### Routing congestion map

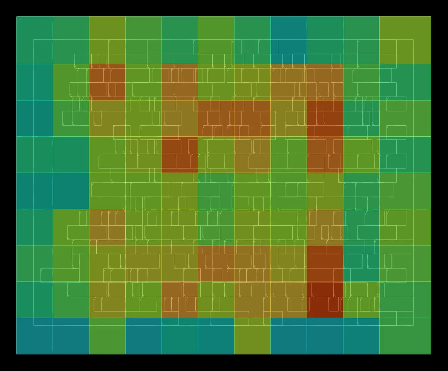
### M2 wires

Drawn at 4 px/um.
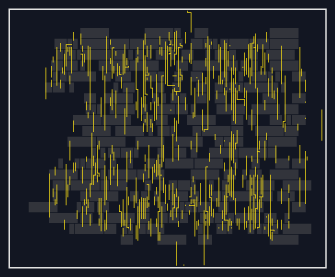
### Gate families picked out

Drawn at 6 px/um.
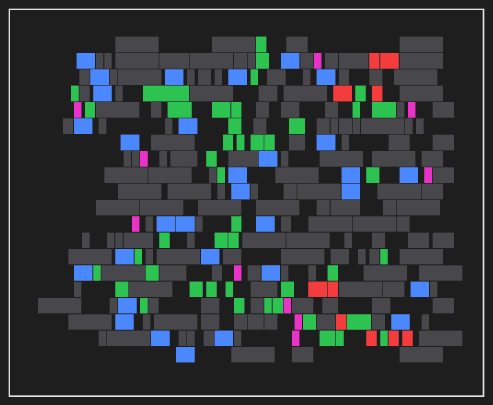
--- src/rtl/key_debouncer.sv ---
// Per-key 2-flop sync + consecutive-sample debounce; clean level, pressed level, press/release pulses.
// Latency: raw change at edge E1 appears at edge E(DEBOUNCE_CYCLES+2); no backpressure (free-running).
module key_debouncer #(
  parameter int NUM_KEYS        = 2,
  parameter int DEBOUNCE_CYCLES = 500000,
  parameter bit ACTIVE_LOW      = 1'b1
) (
  input  logic                clk_clk,
  input  logic                reset_reset,
  input  logic [NUM_KEYS-1:0] keys_raw,
  output logic [NUM_KEYS-1:0] keys_export,
  output logic [NUM_KEYS-1:0] key_pressed,
  output logic [NUM_KEYS-1:0] key_press_pulse,
  output logic [NUM_KEYS-1:0] key_release_pulse
);

  localparam int                  CW       = $clog2(DEBOUNCE_CYCLES);
  localparam logic [CW-1:0]       CNT_LAST = CW'(DEBOUNCE_CYCLES - 1);
  localparam logic [NUM_KEYS-1:0] IDLE     = ACTIVE_LOW ? {NUM_KEYS{1'b1}} : {NUM_KEYS{1'b0}};

  typedef enum logic {ST_STABLE, ST_COUNTING} state_t;

  logic [NUM_KEYS-1:0] r_sync1;
  logic [NUM_KEYS-1:0] r_sync2;
  logic [NUM_KEYS-1:0] r_stable;
  logic [NUM_KEYS-1:0] r_press_pulse;
  logic [NUM_KEYS-1:0] r_release_pulse;
  logic [CW-1:0]       r_cnt [NUM_KEYS];

  state_t              w_state      [NUM_KEYS];
  logic [CW-1:0]       w_cnt_nxt    [NUM_KEYS];
  logic [NUM_KEYS-1:0] w_stable_nxt;
  logic [NUM_KEYS-1:0] w_press_nxt;
  logic [NUM_KEYS-1:0] w_release_nxt;

  // A key is COUNTING whenever its synchronised sample disagrees with the accepted level.
  always_comb begin
    w_stable_nxt  = r_stable;
    w_press_nxt   = '0;
    w_release_nxt = '0;
    for (int i = 0; i < NUM_KEYS; i++) begin
      w_state[i]   = (r_sync2[i] != r_stable[i]) ? ST_COUNTING : ST_STABLE;
      w_cnt_nxt[i] = '0;
      case (w_state[i])
        ST_STABLE: w_cnt_nxt[i] = '0;
        ST_COUNTING: begin
          if (r_cnt[i] == CNT_LAST) begin
            w_stable_nxt[i] = r_sync2[i];
            if (r_sync2[i] != IDLE[i]) w_press_nxt[i] = 1'b1;
            else                       w_release_nxt[i] = 1'b1;
          end else begin
            w_cnt_nxt[i] = r_cnt[i] + 1'b1;
          end
        end
        default: w_cnt_nxt[i] = '0;
      endcase
    end
  end

  always_ff @(posedge clk_clk) begin
    if (reset_reset) begin
      r_sync1         <= IDLE;
      r_sync2         <= IDLE;
      r_stable        <= IDLE;
      r_press_pulse   <= '0;
      r_release_pulse <= '0;
      for (int i = 0; i < NUM_KEYS; i++) r_cnt[i] <= '0;
    end else begin
      r_sync1         <= keys_raw;
      r_sync2         <= r_sync1;
      r_stable        <= w_stable_nxt;
      r_press_pulse   <= w_press_nxt;
      r_release_pulse <= w_release_nxt;
      for (int i = 0; i < NUM_KEYS; i++) r_cnt[i] <= w_cnt_nxt[i];
    end
  end

  assign keys_export       = r_stable;
  assign key_pressed       = r_stable ^ IDLE;
  assign key_press_pulse   = r_press_pulse;
  assign key_release_pulse = r_release_pulse;

endmodule

--- config.mk ---
export PLATFORM = sky130hd
export DESIGN_NAME = key_debouncer
export DESIGN_NICKNAME = d
export VERILOG_FILES = /design/src/rtl/key_debouncer.sv
export SDC_FILE = /design/constraint.sdc
export NUM_CORES = 1
export LEC_CHECK = 0
export CORE_ASPECT_RATIO = 0.8
export CORE_MARGIN = 3
export CORE_UTILIZATION = 50
export CTS_CLUSTER_SIZE = 28
export DETAILED_ROUTE_END_ITERATION = 10
export GPL_ROUTABILITY_DRIVEN = 1
export HOLD_SLACK_MARGIN = 0.1
export PLACE_DENSITY = 0.69
export SLEW_MARGIN = 20
export SYNTH_ARGS = -nofsm -noshare
export SYNTH_HDL_FRONTEND = slang
export SYNTH_SLANG_ARGS = --single-unit
--- constraint.sdc ---
create_clock -name clk_clk -period 3.58 [get_ports clk_clk]
set_input_delay 0.358 -clock clk_clk [delete_from_list [all_inputs] [get_ports clk_clk]]
set_output_delay 0.358 -clock clk_clk [all_outputs]
set_load 0.02 [all_outputs]
==> run summary <==
Flow results.

- The post-synth tally of flip-flops with integrated enable is 0.
- The area growth from synthesis to layout is 10.15%.
- The critical path launch point type is a flop.
- The warning count from the yosys run is 0.
- After routing the design area is 2335 um2.
- Looking at the power breakdown, the clock network takes a little over a third of the total.
- The chip occupies a little over 5000 um2.
- The worst reg2reg path depth is 4.
- The fraction of power consumed by sequential logic is 63.5%.
- The endpoint of the lowest-slack register-to-register path is r_cnt[0][16].
- The detailed-placement wirelength estimate is just over 3000 um.
- The timing report shows that the slowest cell on the worst path is sky130_fd_sc_hd__a21o_1.
- The first global-routing pass estimated 7072 um of wire.
- CTS built an H-tree with a depth of 2.
- Sequential elements use a little under half of the synthesized area.
- The total number of placement rows is 20.
- The time the final worst path needs with I/O delays and setup is approximately 1.9 ns.
- According to the floorplan report, the die height is about 64 um.
- The worst endpoint data arrival time is between 2 and 2.5 ns.
- The met1 layer wirelength in the final routing is roughly 2200 um.
- The worst setup path is of the flop to flop kind.
- The most used flip-flop cell is sky130_fd_sc_hd__dfxtp_1.
- The number of warnings reported in the stage logs is 26.
- The critical path contains buffers and inverters numbering 0 combined.
- Measured against its own limit, the worst slew margin works out to 53.34%.
- In the hold report, the worst path ends at r_sync2[0].
- The report gives the cell count of the worst hold path as 1.
- The leakage power of the design is ~0.69 nW.
- The multi-input combinational cells in the finished layout cover a total of 1080 um2.
- The initial antenna violation count came to 0.
- The class of the most critical hold timing path is flop to flop.
- For this run, global-route usage on met1 was measured as ~27%.
- The tally of unique sky130hd cells used after synthesis is 37.
- The highest-power group is registers.
- The transition time of the tightest slew-check pin is roughly 0.7 ns.
- The width of the die is 78.80 um.
- The via-per-instance ratio is between 5 and 6.
- The maximum fanout encountered on the critical timing path is 18.
- CTS added clock buffers totalling 5.
- According to the Yosys statistics, the synthesized design has a chip area of 2120 um2.
- The yosys stat cell total is approximately 240.
- The final layout reports a setup TNS of 0 ns.
- According to the I/O placement log, the pin count is 12.
- The run finished with clean final reports.
- The number of antenna diodes in the final layout is 0.
- The required time reported for the critical path endpoint is around 3.7 ns.
- The internal portion of total power is a little under 0.7 mW.
- The via count is 1,687.
About 'Routing congestion map':
fraction of met2 tracks used by global routing: 23.20%
global routing usage summed across all routing layers: 17.95%

About 'M2 wires':
wire length on this layer: 1,550 um
longest straight run: 23.3 um
share of all routed wire: 38%
nets with wire on the layer: 207

About 'Gate families picked out':
[magenta] inverters | cells: 10
[blue] XOR/XNOR gates | cells: 31
[red] inverting AOI/OAI gates | cells: 10
[green] NAND gates | cells: 44

## worst max path at each step
stage	to	slack, ns	start
after floorplan	r_cnt[0][37]	1.96	r_cnt[0][19]
after global placement	r_cnt[0][5]	1.66	reset_reset
after detailed placement	r_cnt[0][16]	1.65	reset_reset
after CTS	r_cnt[0][16]	1.68	r_cnt[0][10]
after global routing	r_cnt[0][11]	1.43	r_cnt[0][0]
final	r_cnt[0][16]	1.66	r_cnt[0][10]
## sequential cells by signal, summed over array words and instances, names as in the netlist
register,flops
key_release_pulse,2
r_cnt,38
keys_export,2
r_sync1,2
r_sync2,2
key_press_pulse,2
## cell type report
class,instances,share of cell area (%)
inverter,10,1.608
sequential,48,41.16
multi-input combinational,173,46.25
timing repair buffer,11,4.716
clock buffer,6,3.108
tap,55,2.947
clock inverter,1,0.2144
## stage by stage
step	worst slack (ns)	hold WS (ns)	util, %	power (mW)
after floorplan	1.957	0.3895	-	0.5581
after global placement	1.656	0.3961	57.45	0.5631
after detailed placement	1.655	0.3993	57.45	0.5631
after CTS	1.677	0.4194	59.43	0.8583
after global routing	1.427	0.4229	59.43	0.8786
final	1.662	0.4179	59.43	0.8471
## Yosys cell counts (2+ instances only)
| cell | count | area [um2] |
|---|---|---|
| sky130_fd_sc_hd__or3_1 | 2 | 12.51 |
| sky130_fd_sc_hd__nor2_1 | 42 | 157.7 |
| sky130_fd_sc_hd__nand4_1 | 9 | 56.30 |
| sky130_fd_sc_hd__and4_1 | 4 | 35.03 |
| sky130_fd_sc_hd__ha_1 | 2 | 25.02 |
| sky130_fd_sc_hd__nor3_1 | 9 | 45.04 |
| sky130_fd_sc_hd__nand3_1 | 14 | 70.07 |
| sky130_fd_sc_hd__nor4b_1 | 3 | 26.28 |
| sky130_fd_sc_hd__nand4bb_1 | 3 | 33.78 |
| sky130_fd_sc_hd__or2_2 | 4 | 25.02 |
| sky130_fd_sc_hd__xnor2_1 | 24 | 210.2 |
| sky130_fd_sc_hd__buf_6 | 2 | 22.52 |
| sky130_fd_sc_hd__mux2i_1 | 2 | 20.02 |
| sky130_fd_sc_hd__nand2_1 | 13 | 48.80 |
| sky130_fd_sc_hd__inv_1 | 10 | 37.54 |
| sky130_fd_sc_hd__nor4_1 | 11 | 68.82 |
| sky130_fd_sc_hd__nand3b_1 | 2 | 15.01 |
| sky130_fd_sc_hd__and3_1 | 3 | 18.77 |
| sky130_fd_sc_hd__xor2_1 | 7 | 61.31 |
| sky130_fd_sc_hd__buf_2 | 2 | 10.01 |
| sky130_fd_sc_hd__a21oi_1 | 4 | 20.02 |
| sky130_fd_sc_hd__o21ai_0 | 3 | 15.01 |
| sky130_fd_sc_hd__dfxtp_1 | 48 | 960.9 |
## kinds of logic (layout without fill, tap and decap cells)
family / after synthesis / count (layout) / synth area share, %
and+or+nand+nor: 126 / 126 / 32.35
DFF: 48 / 48 / 45.34
xor gates and xnor gates: 31 / 31 / 12.81
AOI/OAI and AO/OA: 12 / 12 / 3.660
muxes: 2 / 2 / 0.9445
buffers and inverters: 16 / 28 / 3.719
adders and majority gates: 2 / 2 / 1.180
No activity file was given, so power comes from the tool's default toggle rates.
